===== src/rtl/led_panel_rx_capture.sv =====
// HUB75-style panel receiver: oversamples bclk/rgb/le, deserialises each row and drains it into a frame RAM port.
// Optional statistics counters are built only when LED_RX_STATS_EN is defined.
//
// state | meaning
// IDLE  | waiting for an LE rise to snapshot a row
// DRAIN | writing the snapshot, top/bot interleaved, one pixel per clk
module led_panel_rx_capture #(
    parameter int NUM_ROW_PIXELS = 32,
    parameter int NUM_COL_PIXELS = 64,
    parameter int SYNC_STAGES    = 2,
    parameter int RAM_ADDR_W     = 16
) (
    input  logic                                 clk_in,
    input  logic                                 reset_in,
    input  logic                                 bclk_in,
    input  logic [2:0]                           rgb_top_in,
    input  logic [2:0]                           rgb_bot_in,
    input  logic [$clog2(NUM_ROW_PIXELS/2)-1:0]  addr_in,
    input  logic                                 le_in,
    input  logic                                 oe_in,
    output logic                                 ram_en_out,
    output logic                                 ram_we_out,
    output logic [RAM_ADDR_W-1:0]                ram_addr_out,
    output logic [23:0]                          ram_data_out,
    output logic                                 row_done_out,
    output logic                                 len_err_out,
    output logic                                 overrun_out,
    output logic                                 blank_out,
    output logic [15:0]                          frame_cnt_out,
    output logic [15:0]                          err_cnt_out
);
    localparam int N  = NUM_COL_PIXELS;
    localparam int AW = $clog2(NUM_ROW_PIXELS/2);
    localparam int CW = $clog2(N);
    localparam int BW = $clog2(2*N+1);
    localparam int IW = 9 + AW;
    localparam logic [RAM_ADDR_W-1:0] N_A    = RAM_ADDR_W'(N);
    localparam logic [RAM_ADDR_W-1:0] HALF_A = RAM_ADDR_W'(NUM_ROW_PIXELS/2);

    typedef enum logic {IDLE, DRAIN} state_t;

    // All pins share one synchroniser chain so rgb/addr stay aligned with bclk/le.
    logic [SYNC_STAGES-1:0][IW-1:0] sync_q;
    logic        bclk_s, le_s, oe_s, bclk_d, le_d;
    logic [2:0]  rgb_top_s, rgb_bot_s;
    logic [AW-1:0] addr_s;
    logic        bclk_rise, le_rise;

    assign {bclk_s, le_s, oe_s, rgb_top_s, rgb_bot_s, addr_s} = sync_q[SYNC_STAGES-1];
    assign bclk_rise = bclk_s & ~bclk_d;
    assign le_rise   = le_s & ~le_d;

    always_ff @(posedge clk_in or posedge reset_in) begin
        if (reset_in) begin
            sync_q <= '0;
            bclk_d <= 1'b0;
            le_d   <= 1'b0;
        end else begin
            sync_q[0] <= {bclk_in, le_in, oe_in, rgb_top_in, rgb_bot_in, addr_in};
            for (int i = 1; i < SYNC_STAGES; i++)
                sync_q[i] <= sync_q[i-1];
            bclk_d <= bclk_s;
            le_d   <= le_s;
        end
    end

    logic [2:0][N-1:0] shift_top, shift_bot, shift_top_nxt, shift_bot_nxt;
    logic [BW-1:0]     bit_cnt, bit_cnt_nxt;

    // The snapshot takes the post-shift value so a coincident bclk bit is included.
    always_comb begin
        shift_top_nxt = shift_top;
        shift_bot_nxt = shift_bot;
        bit_cnt_nxt   = bit_cnt;
        if (bclk_rise) begin
            for (int k = 0; k < 3; k++) begin
                shift_top_nxt[k] = {shift_top[k][N-2:0], rgb_top_s[k]};
                shift_bot_nxt[k] = {shift_bot[k][N-2:0], rgb_bot_s[k]};
            end
            if (bit_cnt != BW'(2*N))
                bit_cnt_nxt = bit_cnt + 1'b1;
        end
    end

    always_ff @(posedge clk_in or posedge reset_in) begin
        if (reset_in) begin
            shift_top <= '0;
            shift_bot <= '0;
            bit_cnt   <= '0;
        end else if (le_rise) begin
            shift_top <= '0;
            shift_bot <= '0;
            bit_cnt   <= '0;
        end else begin
            shift_top <= shift_top_nxt;
            shift_bot <= shift_bot_nxt;
            bit_cnt   <= bit_cnt_nxt;
        end
    end

    state_t            state;
    logic [CW-1:0]     col;
    logic              half_bot;
    logic [2:0][N-1:0] snap_top, snap_bot;
    logic [AW-1:0]     snap_addr;
    logic [2:0]        pix;
    logic [RAM_ADDR_W-1:0] addr_top, addr_bot;
    logic              snap_evt, ovr_evt, len_evt;

    assign snap_evt = le_rise && (state == IDLE);
    assign ovr_evt  = le_rise && (state == DRAIN);
    assign len_evt  = snap_evt && (bit_cnt_nxt != BW'(N));
    assign addr_top = RAM_ADDR_W'(snap_addr) * N_A + RAM_ADDR_W'(col);
    assign addr_bot = (RAM_ADDR_W'(snap_addr) + HALF_A) * N_A + RAM_ADDR_W'(col);
    assign ram_we_out = ram_en_out;

    always_comb begin
        pix = {snap_top[2][col], snap_top[1][col], snap_top[0][col]};
        if (half_bot)
            pix = {snap_bot[2][col], snap_bot[1][col], snap_bot[0][col]};
    end

    always_ff @(posedge clk_in or posedge reset_in) begin
        if (reset_in) begin
            state        <= IDLE;
            col          <= '0;
            half_bot     <= 1'b0;
            snap_top     <= '0;
            snap_bot     <= '0;
            snap_addr    <= '0;
            ram_en_out   <= 1'b0;
            ram_addr_out <= '0;
            ram_data_out <= '0;
            row_done_out <= 1'b0;
            len_err_out  <= 1'b0;
            overrun_out  <= 1'b0;
            blank_out    <= 1'b0;
        end else begin
            ram_en_out   <= 1'b0;
            row_done_out <= 1'b0;
            blank_out    <= oe_s;
            if (ovr_evt)
                overrun_out <= 1'b1;
            if (len_evt)
                len_err_out <= 1'b1;
            if (snap_evt) begin
                snap_top  <= shift_top_nxt;
                snap_bot  <= shift_bot_nxt;
                snap_addr <= addr_s;
                col       <= '0;
                half_bot  <= 1'b0;
                state     <= DRAIN;
            end
            if (state == DRAIN) begin
                ram_en_out   <= 1'b1;
                ram_addr_out <= half_bot ? addr_bot : addr_top;
                ram_data_out <= {{8{pix[2]}}, {8{pix[1]}}, {8{pix[0]}}};
                half_bot     <= ~half_bot;
                if (half_bot) begin
                    if (col == CW'(N-1)) begin
                        col          <= '0;
                        state        <= IDLE;
                        row_done_out <= 1'b1;
                    end else begin
                        col <= col + 1'b1;
                    end
                end
            end
        end
    end

`ifdef LED_RX_STATS_EN
    localparam logic [AW-1:0] ADDR_MAX = '1;
    logic [AW-1:0] prev_addr;

    always_ff @(posedge clk_in or posedge reset_in) begin
        if (reset_in) begin
            prev_addr     <= '0;
            frame_cnt_out <= '0;
            err_cnt_out   <= '0;
        end else begin
            if (snap_evt) begin
                prev_addr <= addr_s;
                if (addr_s == '0 && prev_addr == ADDR_MAX && frame_cnt_out != 16'hFFFF)
                    frame_cnt_out <= frame_cnt_out + 16'd1;
            end
            if ((len_evt || ovr_evt) && err_cnt_out != 16'hFFFF)
                err_cnt_out <= err_cnt_out + 16'd1;
        end
    end
`else
    assign frame_cnt_out = 16'h0;
    assign err_cnt_out   = 16'h0;
`endif

endmodule


===== config.mk =====
export PLATFORM = sky130hd
export DESIGN_NAME = led_panel_rx_capture
export DESIGN_NICKNAME = d
export VERILOG_FILES = /design/src/rtl/led_panel_rx_capture.sv
export SDC_FILE = /design/constraint.sdc
export NUM_CORES = 2
export LEC_CHECK = 0
export CORE_MARGIN = 2
export CORE_UTILIZATION = 35
export CTS_CLUSTER_SIZE = 8
export DETAILED_ROUTE_END_ITERATION = 12
export GPL_TIMING_DRIVEN = 0
export PLACE_DENSITY = 0.49
export SLEW_MARGIN = 20
export SYNTH_ARGS = -nofsm -noshare
export SYNTH_HDL_FRONTEND = slang
export SYNTH_SLANG_ARGS = --single-unit

===== constraint.sdc =====
create_clock -name clk_in -period 39.8 [get_ports clk_in]
set_input_delay 7.96 -clock clk_in [delete_from_list [all_inputs] [get_ports clk_in]]
set_output_delay 7.96 -clock clk_in [all_outputs]
set_load 0.01 [all_outputs]

met1.png
Supply wires on this layer in gray. Cells faint in the background.
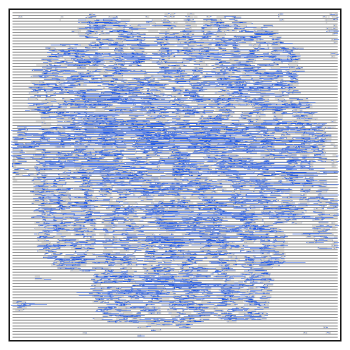
main direction	horizontal
longest straight run	85.6 microns

clock_map.png
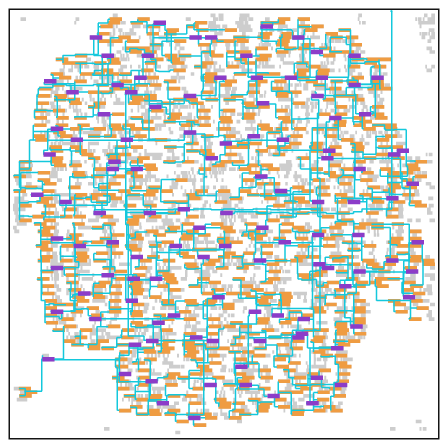
[purple] cells driving clock nets | count: 114
[orange] flip-flops | count: 835
[cyan] clock wires | length: 11500 microns
flops lie	widely spread
routed clock nets	115
clk latency late pin: 670 ps
Clk pwr share: 35.0%
clk_skew: 30.1 ps
clock group power: 0.847 mW

final_clocks.png
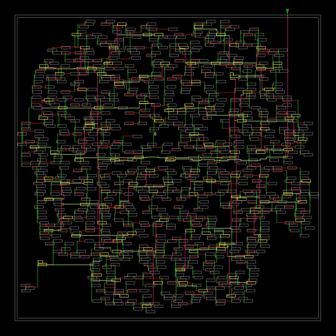
cts bufs inserted: 114
Clock Sink Count: 835
flip-flops: 835
# clk buffers: 120

-- final timing paths --
kind / start / slack, ps / depth (start not counted) / end
setup reg to reg: col[3]$_DFF_PP0_ / 36270 / 8 / ram_data_out[7]$_DFFE_PP0P_
max in group asynchronous: reset_in / 30270 / 5 / shift_bot[155]$_DFF_PP0_
min in group asynchronous: reset_in / 7680 / 2 / oe_s$_DFF_PP0_
hold / removal: sync_q[4]$_DFF_PP0_ / 350 / 0 / rgb_bot_s[0]$_DFF_PP0_
setup / recovery: ram_data_out[7]$_DFFE_PP0P_ / 29820 / 1 / ram_data_out[0]
hold reg to reg: sync_q[4]$_DFF_PP0_ / 350 / 0 / rgb_bot_s[0]$_DFF_PP0_
==> out/results.tsv <==
stage	metric	value	unit
finish	Area Overhead vs Synth	15.9	%
finish	comb. cell area	12500	sq um
floorplan	Tap Cells	1287	
synthesis	number of enable flip-flop cells	0	
finish	fin area	40000	sq um
timing	cycle use final	25.1	%
global_routing	grt met1 use	24.9	%
timing	Slew Viols, Final	0	
power	Power Dens Cells	60.5	nW/um^2
finish	Top Layout Cells	dfrtp_1, nor2_1, mux2i_1, a21oi_1, clkbuf_1	
power	comb pwr	0.577	mW
power	final total power	2.42	mW
timing	post-route minimum period	9980	ps
global_routing	M3 GR Usage	2.98	%
finish	most frequent logic cell in the layout	dfrtp_1	
clocking	root buffer cell	clkbuf_16	
floorplan	die area	101000	sq um
floorplan	Die Ht	318	microns
floorplan	Core Area	98100	sq um
route	routed vias/inst	5.08	
finish	clock-cell share of area	7.37	%
place	I/O Buffers	55	
global_routing	initial antenna violation count	3	
synthesis	Syn Inst Count	3000	
power	Power Sequential	0.999	mW
floorplan	IO Count	93	
synthesis	warnings from Yosys	0	
power	Power Internal	1.70	mW
finish	flop share of the area	52.2	%
synthesis	top cells by count	dfrtp_1, nor2_1, mux2i_1	
finish	Non-clock inverters	7	
floorplan	Init Core Util	35.2	%
setup_path	slowest stage cell on the critical path	clkdlybuf4s50_1	
synthesis	top-area cell type share of the netlist area	60.5	%
finish	#MultiIn Comb	1923	
route	drt pass-1 iters	7	
route	max layer used	met5	
power	Logic pwr share	23.8	%
timing	Setup WS post-layout	29820	ps
finish	final cell count without fillers	4509	
synthesis	Registers, synthesis	835	
setup_path	Critical Path RT	31840	ps
timing	Worst-Margin Slew	1180	ps
setup_path	Arr. time, crit path	2020	ps
route	post-route ant nets	0	
floorplan	Die W	318	microns
finish	fillers	9401	
synthesis	Unique masters post-synth	47	
synthesis	Post-synth seq share	60.5	%
power	static leakage	18.3	nW
worst_hold_path	worst hold path class	reg -> reg	
setup_path	CP Cell Sequence	clkdlybuf4s50_1	
place	Cells after DPL	4386	
synthesis	ys async rst share	100	%
setup_path	top fanout value on the critical path	9	
clocking	CTS clock-pin slew for the worst setup and hold paths	50	ps
finish	buffer share of cell area	5.18	%
global_routing	GR Util met2	27.9	%
place	Final HPWL DP	59.8	mm
outcome	status	finished clean	
route	met3 routed WL	4.37	mm
timing	Final Hold Viols	0	
synthesis	mux frac, synth	18.1	%
timing	endpoints failing setup	0	
global_routing	Most Used Layer, Global Route	met2	
power	Switching Share	30.0	%
synthesis	Synth area leader	dfrtp_1	
clocking	Clock Tree Buf Depth	3	
finish	share of cells above drive strength 1	10.0	%
synthesis	Post-Syn Area	34600	sq um
synthesis	number of cells in Yosys stat	3000	
timing	WHS	347	ps
finish	Final #Nets	3233	
route	Via Count	22909	
setup_path	Setup crit end kind	output port	
global_routing	GRT overflow	0	
synthesis	AO/OA Area Share	7.22	%
route	final WL	88.2	mm
place	GP Congestion	0.803	
power	largest power group	registers	
power	switching power total	0.727	mW
global_routing	first-pass GRT wire length	140	mm
finish	bufs w/o clock	334	
synthesis	xor/xnor share	0.228	%
route	routed wire length per instance	19.6	microns
setup_path	max incr delay on CP	760	ps
clocking	CTS tree	done	
Power and IR drop assume default switching activity.
